Figure 1. Power grid (run 1).
(2 px per micron) Pins as bars on the die edge.
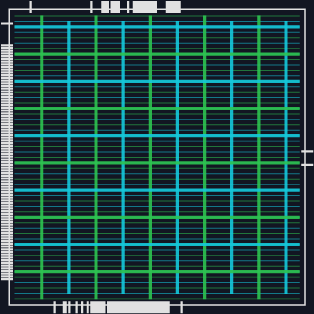
Figure 2. Placement by cell class (run 1).
(2 px per micron) Fill, decap, tap and diode cells in grey.
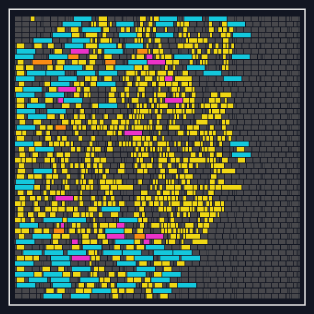
Figure 3. Clock network drawn from the DEF (run 1).
(4 px per micron)
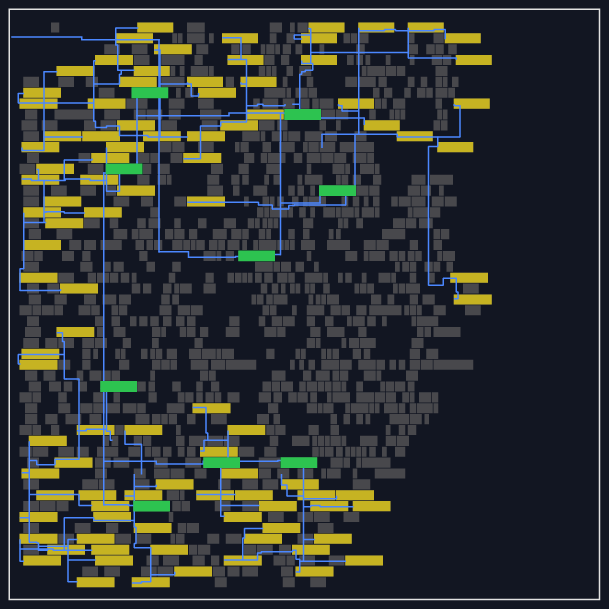
Figure 4. Signal wires by layer (run 1).
(2 px per micron) Only two layers are drawn.
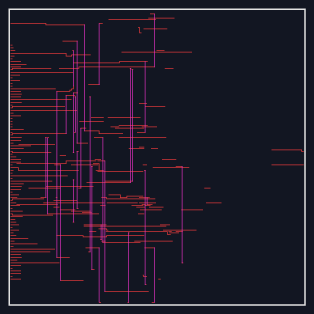
==> src/rtl/verificador_senha.sv <==
// verificador_senha: checks a keypad code packet against the stored master code.
// This module drives the door-unlock pulse, the rejection pulse and the
// brute-force lockout.
//
// Ports:
//   clk            system clock
//   rst            asynchronous active-high reset
//   enable         0 forces IDLE and zeroes the timer; the failure count is kept
//   digitos_value  code packet from the keypad decoder (digits[0] = newest, pad = 4'hF)
//   digitos_valid  one-cycle strobe qualifying digitos_value (accepted only in IDLE)
//   senha_cfg      stored master code, same packet format, read only in CHECK
//   abre           unlock, high for T_ABERTO cycles after a matching code
//   erro           rejection, high for T_ERRO cycles after a wrong or malformed code
//   bloqueado      high for T_BLOQ cycles after MAX_TENT consecutive failures
//   tentativas     consecutive-failure count, saturates at MAX_TENT
//   estado         current FSM state (debug/observability)
//
// Handshake: digitos_valid is a single-cycle strobe with no ready. The packet
// is captured only when the strobe is seen in IDLE. A strobe seen in any other
// state is dropped, and nothing is queued.

package verificador_senha_pkg;
    typedef logic [19:0][3:0] senhaPac_t;

    typedef enum logic [2:0] {
        IDLE     = 3'd0,
        CHECK    = 3'd1,
        ABERTO   = 3'd2,
        ERRO     = 3'd3,
        BLOQUEIO = 3'd4
    } estado_t;
endpackage

module verificador_senha
    import verificador_senha_pkg::*;
#(
    parameter int T_ABERTO = 100,
    parameter int T_ERRO   = 10,
    parameter int T_BLOQ   = 500,
    parameter int MAX_TENT = 3,
    parameter int MIN_DIG  = 4,
    parameter int MAX_DIG  = 12
) (
    input  logic       clk,
    input  logic       rst,
    input  logic       enable,
    input  senhaPac_t  digitos_value,
    input  logic       digitos_valid,
    input  senhaPac_t  senha_cfg,
    output logic       abre,
    output logic       erro,
    output logic       bloqueado,
    output logic [2:0] tentativas,
    output estado_t    estado
);

    localparam int T_MAX1 = (T_ABERTO > T_ERRO) ? T_ABERTO : T_ERRO;
    localparam int T_MAX  = (T_MAX1 > T_BLOQ) ? T_MAX1 : T_BLOQ;
    localparam int TW     = $clog2(T_MAX + 1);

    localparam logic [TW-1:0] LOAD_ABERTO = TW'(T_ABERTO);
    localparam logic [TW-1:0] LOAD_ERRO   = TW'(T_ERRO);
    localparam logic [TW-1:0] LOAD_BLOQ   = TW'(T_BLOQ);
    localparam logic [2:0]    MAX_T       = 3'(MAX_TENT);
    localparam logic [4:0]    MIN_L       = 5'(MIN_DIG);
    localparam logic [4:0]    MAX_L       = 5'(MAX_DIG);

    estado_t        state, state_n;
    logic [TW-1:0]  timer, timer_n;
    logic [2:0]     tent_n;
    senhaPac_t      cap, cap_n;

    // Packet classification on the captured packet
    logic       all_e, all_b;
    logic [4:0] len;
    logic       run, stray, bad_digit;
    logic       malformed, match;

    always_comb begin
        all_e     = 1'b1;
        all_b     = 1'b1;
        len       = 5'd0;
        run       = 1'b1;
        stray     = 1'b0;
        bad_digit = 1'b0;
        for (int i = 0; i < 20; i++) begin
            if (cap[i] != 4'hE) all_e = 1'b0;
            if (cap[i] != 4'hB) all_b = 1'b0;
            if (cap[i] != 4'hF) begin
                // Digits after the first pad slot make the code ambiguous.
                if (run) len = len + 5'd1;
                else     stray = 1'b1;
                if (cap[i] >= 4'hA && cap[i] <= 4'hE) bad_digit = 1'b1;
            end else begin
                run = 1'b0;
            end
        end
        malformed = stray || bad_digit || (len < MIN_L) || (len > MAX_L);
        // Pad slots are compared too, so the lengths must agree.
        match     = (cap == senha_cfg);
    end

    always_comb begin
        state_n = state;
        timer_n = timer;
        tent_n  = tentativas;
        cap_n   = cap;
        if (!enable) begin
            // The failure count survives, so toggling enable cannot reset a lockout count.
            state_n = IDLE;
            timer_n = '0;
        end else begin
            case (state)
                IDLE: begin
                    if (digitos_valid) begin
                        cap_n   = digitos_value;
                        state_n = CHECK;
                    end
                end
                CHECK: begin
                    if (all_e || all_b) begin
                        state_n = IDLE;
                    end else if (!malformed && match) begin
                        state_n = ABERTO;
                        tent_n  = 3'd0;
                        timer_n = LOAD_ABERTO;
                    end else begin
                        tent_n = (tentativas >= MAX_T) ? MAX_T : tentativas + 3'd1;
                        if (tent_n == MAX_T) begin
                            state_n = BLOQUEIO;
                            timer_n = LOAD_BLOQ;
                        end else begin
                            state_n = ERRO;
                            timer_n = LOAD_ERRO;
                        end
                    end
                end
                ABERTO, ERRO, BLOQUEIO: begin
                    if (timer <= TW'(1)) begin
                        state_n = IDLE;
                        timer_n = '0;
                        if (state == BLOQUEIO) tent_n = 3'd0;
                    end else begin
                        timer_n = timer - TW'(1);
                    end
                end
                default: begin
                    state_n = IDLE;
                    timer_n = '0;
                end
            endcase
        end
    end

    always_ff @(posedge clk or posedge rst) begin
        if (rst) begin
            state      <= IDLE;
            timer      <= '0;
            tentativas <= 3'd0;
            cap        <= '1;
            abre       <= 1'b0;
            erro       <= 1'b0;
            bloqueado  <= 1'b0;
        end else begin
            state      <= state_n;
            timer      <= timer_n;
            tentativas <= tent_n;
            cap        <= cap_n;
            // Outputs are registered from the next state, so they line up with the state.
            abre       <= (state_n == ABERTO);
            erro       <= (state_n == ERRO);
            bloqueado  <= (state_n == BLOQUEIO);
        end
    end

    assign estado = state;

endmodule

==> config.mk <==
export PLATFORM = sky130hd
export DESIGN_NAME = verificador_senha
export DESIGN_NICKNAME = d
export VERILOG_FILES = /design/src/rtl/verificador_senha.sv
export SDC_FILE = /design/constraint.sdc
export NUM_CORES = 1
export LEC_CHECK = 0
export CAP_MARGIN = 20
export CORE_MARGIN = 2
export CORE_UTILIZATION = 40
export DETAILED_ROUTE_END_ITERATION = 10
export DONT_BUFFER_PORTS = 1
export GPL_TIMING_DRIVEN = 0
export MAX_ROUTING_LAYER = met4
export REMOVE_ABC_BUFFERS = 1
export SYNTH_ARGS = -nofsm -noshare
export SYNTH_HDL_FRONTEND = slang
export SYNTH_SLANG_ARGS = --single-unit
==> constraint.sdc <==
create_clock -name clk -period 11.89 [get_ports clk]
set_input_delay 1.189 -clock clk [delete_from_list [all_inputs] [get_ports clk]]
set_output_delay 1.189 -clock clk [all_outputs]
set_load 0.01 [all_outputs]
==> Slide: Implementation Results, run 1 <==
Synthesis and Place & Route Summary

Final layout
  – Area growth, synth to finish: 7.30%
  – Register Area: 0.00255 sq mm
  – Area-dominant class: logic gates
  – Filler Cells Inserted: 2049
  – Post-layout util: 43.6%
  – Invs w/o clock: 20
  – Top Registers: cap (80), timer (9)
  – Multi-In Gates: 735
  – Top Layout Cells: mux2_2 (83), dfstp_2 (80), nand2_1 (76), xor2_1 (69), nand4_1 (47)
  – # nets final: 1055
  – Share of cells above drive strength 1: 25.1%
  – Clock buf count: 9
  – Logic area: 0.00542 sq mm
  – Largest register FFs: 80

Clock network
  – Post_cts resized: 0
  – TritonCTS Buffers: 9
  – Root Driver: clkbuf_16
  – Clock-pin slew on the worst setup and hold paths: 90 ps
  – CTS tree: done
  – Cts hold-fix bufs: 0
  – Setup Fix Bufs, Post-CTS: 0
  – Max Buffers Root-to-Sink: 2

Global routing
  – Global-route wire length before repair: 40.1 mm
  – Number of global-route vias before repair: 6970
  – GRT busiest layer: met2
  – Initial antenna violation count: 2
  – Largest net degree at the start of global routing: 66
  – Met2 Resource Use GR: 38.4%
  – GRT met3 Usage: 5.09%
  – GR Util met1: 31.4%

Worst setup path
  – Max stage delay on crit path: 660 ps
  – CP arrival: 11160 ps
  – Worst r2r dst: bloqueado$_DFF_PP0_
  – Worst Setup End Kind: flop
  – Kind of start point of the critical path: flop
  – Reg2reg start: cap[6]$_DFFE_PP1P_
  – R2R Setup Slk: 960 ps
  – WP depth: 53
  – Most common cell on crit path: ha_1
  – Setup crit end: bloqueado$_DFF_PP0_
  – CP Launch Point: cap[6]$_DFFE_PP1P_
  – Worst EP required: 12120 ps

Synth
  – Main logic family: simple AND/OR/NAND/NOR gates
  – Aoi share: 15.7%
  – Area share, top type: 25.6%
  – Ys flops: 98
  – Main flop type: dfstp_2
  – Yosys cell count: 885
  – Synth top area cells: dfstp_2 (26%), mux2_2 (11%), xor2_1 (7.4%)
  – Ys Warns: 0
  – Synthesized area: 0.00820 sq mm
  – Post-synthesis cell count: 885
  – Post-Synth Simple-Gate Area: 23.5%
  – Mean Syn Cell Area: 9.26 sq um
  – Mux area share: 12.7%
  – Post-synth top area cell: dfstp_2
  – Top-count cell post-synth: mux2_2

STA
  – Final Critical Period: 10930 ps
  – Crit share post-route: 91.9%
  – Setup TNS: 0 ps
  – Hold Slack: 560 ps
  – RSZ-0062 raised after global routing: false
  – Worst Tran Pin Value: 808 ps
  – Slew headroom: 45.7%
  – Count of final setup violators: 0
  – Final hold violation count: 0

Floorplan
  – Tap cells: 270
  – Die area: 0.0217 sq mm
  – Ports: 173

Placed design
  – DP HPWL: 21.2 mm
  – Cell area after placement: 0.00850 sq mm
  – Port-buffer cells: 0
  – Dpl ws: 1060 ps
  – Gpl congestion: 0.936

Flow run
  – Total of max-cap violations: 0
  – OpenROAD warning count: 26

Detailed routing
  – Routed length on met1: 11.1 mm
  – Via-to-Cell Ratio: 6.26
  – Met3 WL: 1.86 mm
  – Top sig layer: met4
  – Antenna Nets Post-Route: 0
  – # DRC: 0
  – Initial DRC Count: 506

Outcome
  – Status: finished clean

Hold path
  – Worst Hold Class: flop to flop
  – Hold wc startpoint: timer[6]$_DFFE_PP0P_
About Figure 1:
colour	net
cyan	VDD
green	VSS
rows	52
met4 straps	10
met5 straps	10
signal pins	173
met1 rails	53
core box area: 0.0202 sq mm
Die W: 147 microns

About Figure 2:
colour	class	cells	share of their area
orange	remaining buffers and delay cells	7	1.4%
magenta	clock drivers and dummy loads	16	3.4%
cyan	sequential cells	98	30%
yellow	combinational and other logic	755	65%
fin area: 0.00880 sq mm
FP Rows: 52
sequential share of cell area: 29.0%

About Figure 3:
[green] clock drivers | count: 9
[yellow] flip-flops | count: 98
[blue] clock wires | length: 1530 microns
routed clock nets	10
Worst Clk Skew: 17.7 ps
clk latency late pin: 370 ps

About Figure 4:
colour	layer	wire length
red	metal 3	1860 microns
magenta	metal 4	1130 microns
GRT Total Usage: 24.8%
routed via count: 7182
wire per inst: 22.8 microns
WL final: 26.2 mm

==> run 2: changes to the inputs <==
--- a/config.mk
+++ b/config.mk
@@ -9,9 +9,9 @@
 export CORE_MARGIN = 2
 export CORE_UTILIZATION = 40
 export DETAILED_ROUTE_END_ITERATION = 10
-export DONT_BUFFER_PORTS = 1
 export GPL_TIMING_DRIVEN = 0
 export MAX_ROUTING_LAYER = met4
+export PLACE_DENSITY = 0.65
 export REMOVE_ABC_BUFFERS = 1
 export SYNTH_ARGS = -nofsm -noshare
 export SYNTH_HDL_FRONTEND = slang
==> run 2 against run 1 <==
Utilization grew 8.6 points. Area after synthesis is the same. Critical endpoint is now tentativas[1]$_DFFE_PP0P_. Largest cell class unchanged.
==> Slide: Implementation Results, run 2 <==
Synthesis and Place & Route Summary

Worst setup path
  – Worst Setup End Kind: flop
  – Setup crit end: tentativas[1]$_DFFE_PP0P_
  – Worst EP required: 12160 ps (+40 ps)
  – Kind of start point of the critical path: flop
  – Most common cell on crit path: ha_1
  – CP arrival: 11080 ps (-80 ps)
  – Reg2reg start: cap[6]$_DFFE_PP1P_
  – Max stage delay on crit path: 660 ps (about the same)
  – CP Launch Point: cap[6]$_DFFE_PP1P_
  – Critical path buffers and inverters: 2
  – WP depth: 53 (unchanged)
  – Slowest cell on the critical path: dfstp_2
  – WS Path Type: flop to flop
  – R2R Setup Slk: 1080 ps (+120 ps)
  – Worst r2r dst: tentativas[1]$_DFFE_PP0P_

Hold path
  – Hold wc startpoint: timer[6]$_DFFE_PP0P_
  – Worst Hold Class: flop to flop
  – Hold Path Stages: 2
  – Hold Crit Endpoint: timer[6]$_DFFE_PP0P_

Clock network
  – Max Buffers Root-to-Sink: 2 (unchanged)
  – TritonCTS Buffers: 9 (unchanged)
  – CTS tree: done
  – Root Driver: clkbuf_16
  – Clk latency late pin: 370 ps (about the same)
  – Clock-pin slew on the worst setup and hold paths: 80 ps (about the same)
  – Post_cts resized: 0 (unchanged)
  – Cts hold-fix bufs: 0 (unchanged)
  – Setup Fix Bufs, Post-CTS: 0 (unchanged)

Synth
  – Top-count cell post-synth: mux2_2
  – Synthesized area: 0.00820 sq mm (unchanged)
  – Mean Syn Cell Area: 9.26 sq um (unchanged)
  – Distinct cell type count after synthesis: 88
  – Post-synth top area cell: dfstp_2
  – Ys Warns: 0 (unchanged)
  – Adder-cell share of the synthesized area: 3.05%
  – Area share, top type: 25.6% (unchanged)
  – Ys flops: 98 (unchanged)
  – Main flop type: dfstp_2
  – Mux area share: 12.7% (unchanged)
  – Post-synthesis cell count: 885 (unchanged)
  – Post-synth seq share: 31.1%
  – Synth top area cells: dfstp_2 (26%), mux2_2 (11%), xor2_1 (7.4%)
  – Main logic family: simple AND/OR/NAND/NOR gates
  – Yosys cell count: 885 (unchanged)
  – Post-synth area from yosys stat: 0.00820 sq mm
  – Number of flops mapped to enable cells by yosys: 0
  – Async SR Flop Fraction: 100%
  – Aoi share: 15.7% (unchanged)
  – Post-Synth Simple-Gate Area: 23.5% (unchanged)

STA
  – Worst Slack Setup Final: 1080 ps
  – Setup TNS: 0 ps (unchanged)
  – Final Critical Period: 10810 ps (-120 ps)
  – F_max: 0.0925 GHz
  – Worst Clk Skew: 10.4 ps (-7.27 ps)
  – Hold Slack: 559 ps (-1.05 ps)
  – RSZ-0062 raised after global routing: false
  – Count of final setup violators: 0 (unchanged)
  – Crit share post-route: 90.9% (-1.0 points)
  – Slew headroom: 44.9% (-0.72 points)
  – Final hold violation count: 0 (unchanged)
  – Worst Tran Pin Value: 819 ps (+10.7 ps)

Detailed routing
  – Metal2 WL: 12.9 mm
  – # DRC: 0 (unchanged)
  – Met3 WL: 1.53 mm (-18%)
  – Antenna Nets Post-Route: 0 (unchanged)
  – Routed length on met1: 12.3 mm (+11%)
  – Top sig layer: met4
  – DRT Pass-1 Iters: 7
  – Via-to-Cell Ratio: 5.93 (-5.2%)
  – Initial DRC Count: 684 (+35%)

Global routing
  – Met2 Resource Use GR: 42.1% (+3.7 points)
  – GRT met3 Usage: 3.98% (-1.1 points)
  – Global-route wire length before repair: 43.4 mm (+8.2%)
  – Total gr overflow: 0
  – GRT busiest layer: met2
  – Largest net degree at the start of global routing: 61 (-7.6%)
  – Number of global-route vias before repair: 7705 (+11%)
  – Initial antenna violation count: 0 (-2)
  – GR Util met1: 35.2% (+3.8 points)

Floorplan
  – Core box area: 0.0202 sq mm (unchanged)
  – Die area: 0.0217 sq mm (unchanged)
  – Die W: 147 microns (unchanged)
  – Ports: 173 (unchanged)
  – Tap cells: 270 (unchanged)
  – FP Rows: 52 (unchanged)

Final layout
  – Largest register FFs: 80 (unchanged)
  – Share of cells above drive strength 1: 21.1% (-4.0 points)
  – Non-clock buffers, area share: 17.4%
  – Registers: 98
  – Plain + repair buffers: 178
  – Area growth, synth to finish: 28.5%
  – Top Layout Cells: clkdlybuf4s50_1 (172), mux2_2 (83), dfstp_2 (80), nand2_1 (76), xor2_1 (69)
  – Multi-In Gates: 735 (unchanged)
  – Comb/total area: 51.5%
  – Commonest Layout Cell: clkdlybuf4s50_1
  – Invs w/o clock: 20 (unchanged)
  – ANT cells: 0
  – Clock buf count: 9 (unchanged)
  – Top Registers: cap (80), timer (9)
  – Area-dominant class: logic gates
  – Register Area: 0.00255 sq mm (unchanged)
  – Logic area: 0.00543 sq mm (+0.12%)
  – Clock network area share: 2.92%
  – # nets final: 1226 (+16%)
  – Filler Cells Inserted: 1927 (-6.0%)
  – Final cell count without fillers: 1317

Outcome
  – Status: finished clean

Flow run
  – Total of max-cap violations: 0 (unchanged)
  – OpenROAD warning count: 26 (unchanged)

Placed design
  – DP HPWL: 22.2 mm (+4.7%)
  – Dpl ws: 996 ps (-66.5 ps)
  – Port-buffer cells: 172 (+172)
  – Cell area after placement: 0.0102 sq mm (+20%)
  – Placed instance count: 1301
  – Gpl congestion: 0.960 (+2.6%)
Figure 5. Power grid (run 2).
(2 px per micron) Pins as bars on the die edge.
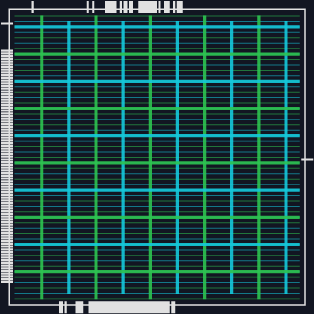
colour	net
green	VSS
cyan	VDD
signal pins	173
met5 straps	10
Die Y: 147 microns

Figure 6. Placement by cell class (run 2).
(2 px per micron) Fill, decap, tap and diode cells in grey.
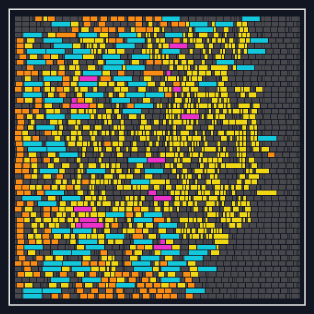
post-layout util: 52.2%
sequential share of cell area: 24.2%
fin area: 0.0105 sq mm

Figure 7. Signal wires by layer (run 2).
(2 px per micron) Only two layers are drawn.
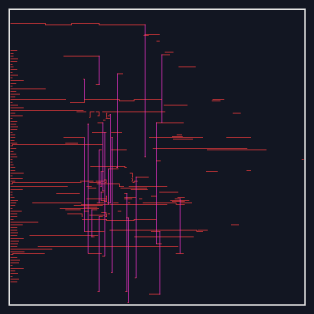
colour	layer	wire length
red	metal 3	1530 microns
magenta	metal 4	857 microns
GRT Total Usage: 26.6%
WL final: 27.6 mm
wire per inst: 20.9 microns
routed via count: 7811

Figure 8. Clock network drawn from the DEF (run 2).
(4 px per micron)
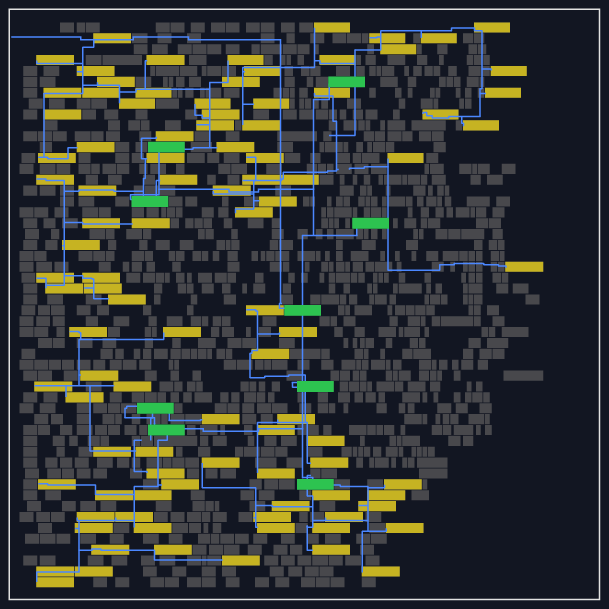

==> run 3: changes to the inputs <==
--- a/config.mk
+++ b/config.mk
@@ -7,11 +7,11 @@
 export LEC_CHECK = 0
 export CAP_MARGIN = 20
 export CORE_MARGIN = 2
-export CORE_UTILIZATION = 40
+export CORE_UTILIZATION = 44
 export DETAILED_ROUTE_END_ITERATION = 10
 export GPL_TIMING_DRIVEN = 0
 export MAX_ROUTING_LAYER = met4
-export PLACE_DENSITY = 0.65
+export PLACE_DENSITY = 0.71
 export REMOVE_ABC_BUFFERS = 1
 export SYNTH_ARGS = -nofsm -noshare
 export SYNTH_HDL_FRONTEND = slang
Figure 9. Clock network drawn from the DEF (run 3).
(4 px per micron)
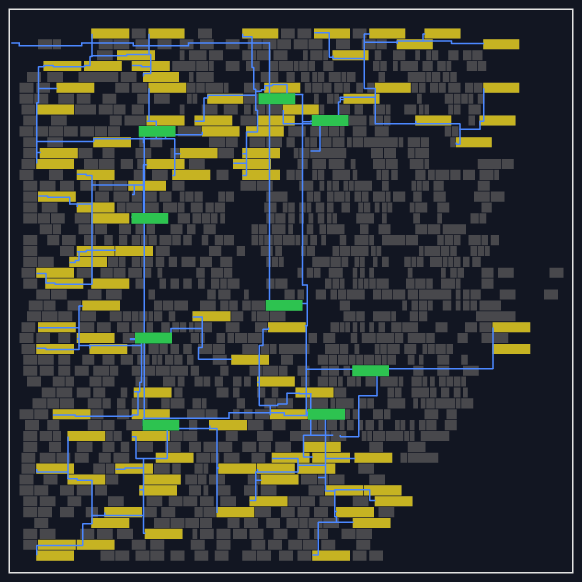
Worst Clk Skew: 14.1 ps
clk latency late pin: 360 ps

Figure 10. Cell outlines without signal wires (run 3).
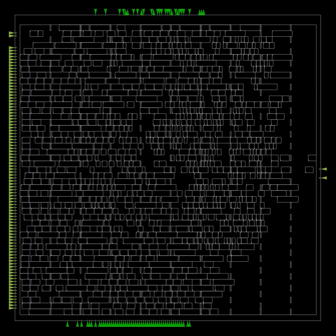
sequential share of cell area: 24.4%
registers: 98
Filler Cells Inserted: 1577
final cell count without fillers: 1277

Figure 11. Signal wires by layer (run 3).
(3 px per micron) Only two layers are drawn.
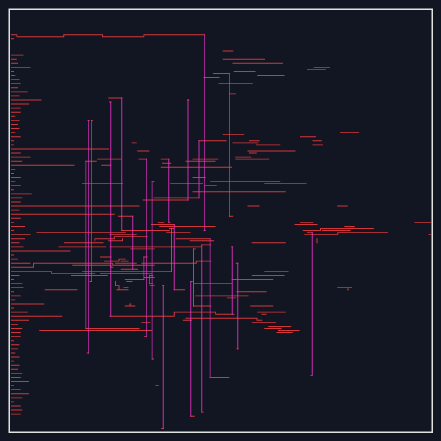
colour	layer	wire length
red	metal 3	1680 microns
magenta	metal 4	983 microns
wire per inst: 21.3 microns
GRT Total Usage: 28.6%
WL final: 27.2 mm
routed via count: 7942

==> run 3 against run 2 <==
Synthesized cell count unchanged. Worst setup slack got worse by 240 ps. Hold slack worse by 16 ps. Highest routed layer unchanged. First-iteration DRC count shrank 11%. Largest cell class unchanged. Non-clock buffer count is 1 higher. Clock-buffer cell count up 2.
==> Slide: Implementation Results, run 3 <==
Synthesis and Place & Route Summary

Placed design
  – Dpl ws: 1090 ps (+95.7 ps)
  – Port-buffer cells: 172 (unchanged)
  – Gpl congestion: 0.949 (-1.1%)
  – Placed instance count: 1261 (-3.1%)

Worst setup path
  – WS Path Type: flop to flop
  – Most common cell on crit path: ha_1
  – CP Launch Point: cap[6]$_DFFE_PP1P_
  – CP arrival: 11260 ps (+180 ps)
  – Kind of start point of the critical path: flop
  – Slowest cell on the critical path: dfstp_2
  – Worst Setup End Kind: flop
  – Critical path buffers and inverters: 2 (unchanged)
  – R2R Setup Slk: 840 ps (-240 ps)
  – Setup crit end: bloqueado$_DFF_PP0_
  – Worst r2r dst: bloqueado$_DFF_PP0_

Detailed routing
  – Initial DRC Count: 608 (-11%)
  – # DRC: 0 (unchanged)
  – DRT Pass-1 Iters: 5 (-2)
  – Antenna Nets Post-Route: 0 (unchanged)
  – Routed length on met1: 11.9 mm (-3.3%)
  – Met3 WL: 1.68 mm (+9.6%)
  – Via-to-Cell Ratio: 6.22 (+4.9%)

Clock network
  – TritonCTS Buffers: 9 (unchanged)
  – Post_cts resized: 0 (unchanged)
  – Root Driver: clkbuf_16
  – CTS tree: done

Synth
  – Adder-cell share of the synthesized area: 3.05% (unchanged)
  – Post-synth seq share: 31.1% (unchanged)
  – Mean Syn Cell Area: 9.26 sq um (unchanged)
  – Synthesized area: 0.00820 sq mm (unchanged)
  – Main logic family: simple AND/OR/NAND/NOR gates
  – Aoi share: 15.7% (unchanged)
  – Async SR Flop Fraction: 100% (unchanged)
  – Distinct cell type count after synthesis: 88 (unchanged)
  – Main flop type: dfstp_2
  – Ys flops: 98 (unchanged)
  – Post-synth area from yosys stat: 0.00820 sq mm (unchanged)
  – Ys Warns: 0 (unchanged)
  – Synth top area cells: dfstp_2 (26%), mux2_2 (11%), xor2_1 (7.4%)
  – Area share, top type: 25.6% (unchanged)

Flow run
  – Total of max-cap violations: 0 (unchanged)
  – OpenROAD warning count: 26 (unchanged)

Final layout
  – Share of cells above drive strength 1: 20.9% (-0.21 points)
  – Post-layout util: 57.8% (+5.5 points)
  – Logic area: 0.00542 sq mm (-0.12%)
  – Commonest Layout Cell: clkdlybuf4s50_1
  – Register Area: 0.00255 sq mm (unchanged)
  – Area-dominant class: logic gates
  – Multi-In Gates: 735 (unchanged)
  – Top Layout Cells: clkdlybuf4s50_1 (172), mux2_2 (83), dfstp_2 (80), nand2_1 (76), xor2_1 (69)
  – Non-clock buffers, area share: 17.6% (+0.20 points)
  – Clock buf count: 11 (+2)
  – ANT cells: 0 (unchanged)

STA
  – Crit share post-route: 92.9% (+2.0 points)
  – F_max: 0.0905 GHz (-2.2%)
  – Hold Slack: 544 ps (-15.8 ps)
  – Worst Tran Pin Value: 827 ps (+8.22 ps)
  – Worst Slack Setup Final: 839 ps (-240 ps)

Floorplan
  – Tap cells: 229 (-15%)
  – Die Y: 140 microns (-4.5%)
  – Die W: 140 microns (-4.5%)
  – Die area: 0.0197 sq mm (-8.9%)

Global routing
  – GR Util met1: 37.9% (+2.7 points)
  – GRT met3 Usage: 3.76% (-0.21 points)
  – GRT busiest layer: met2
  – Met2 Resource Use GR: 44.4% (+2.2 points)
  – Number of global-route vias before repair: 7662 (-0.56%)
  – Global-route wire length before repair: 42.6 mm (-1.8%)

Hold path
  – Worst Hold Class: flop to flop
  – Hold Path Stages: 2 (unchanged)
  – Hold Crit Endpoint: tentativas[2]$_DFFE_PP0P_

Outcome
  – Status: finished clean
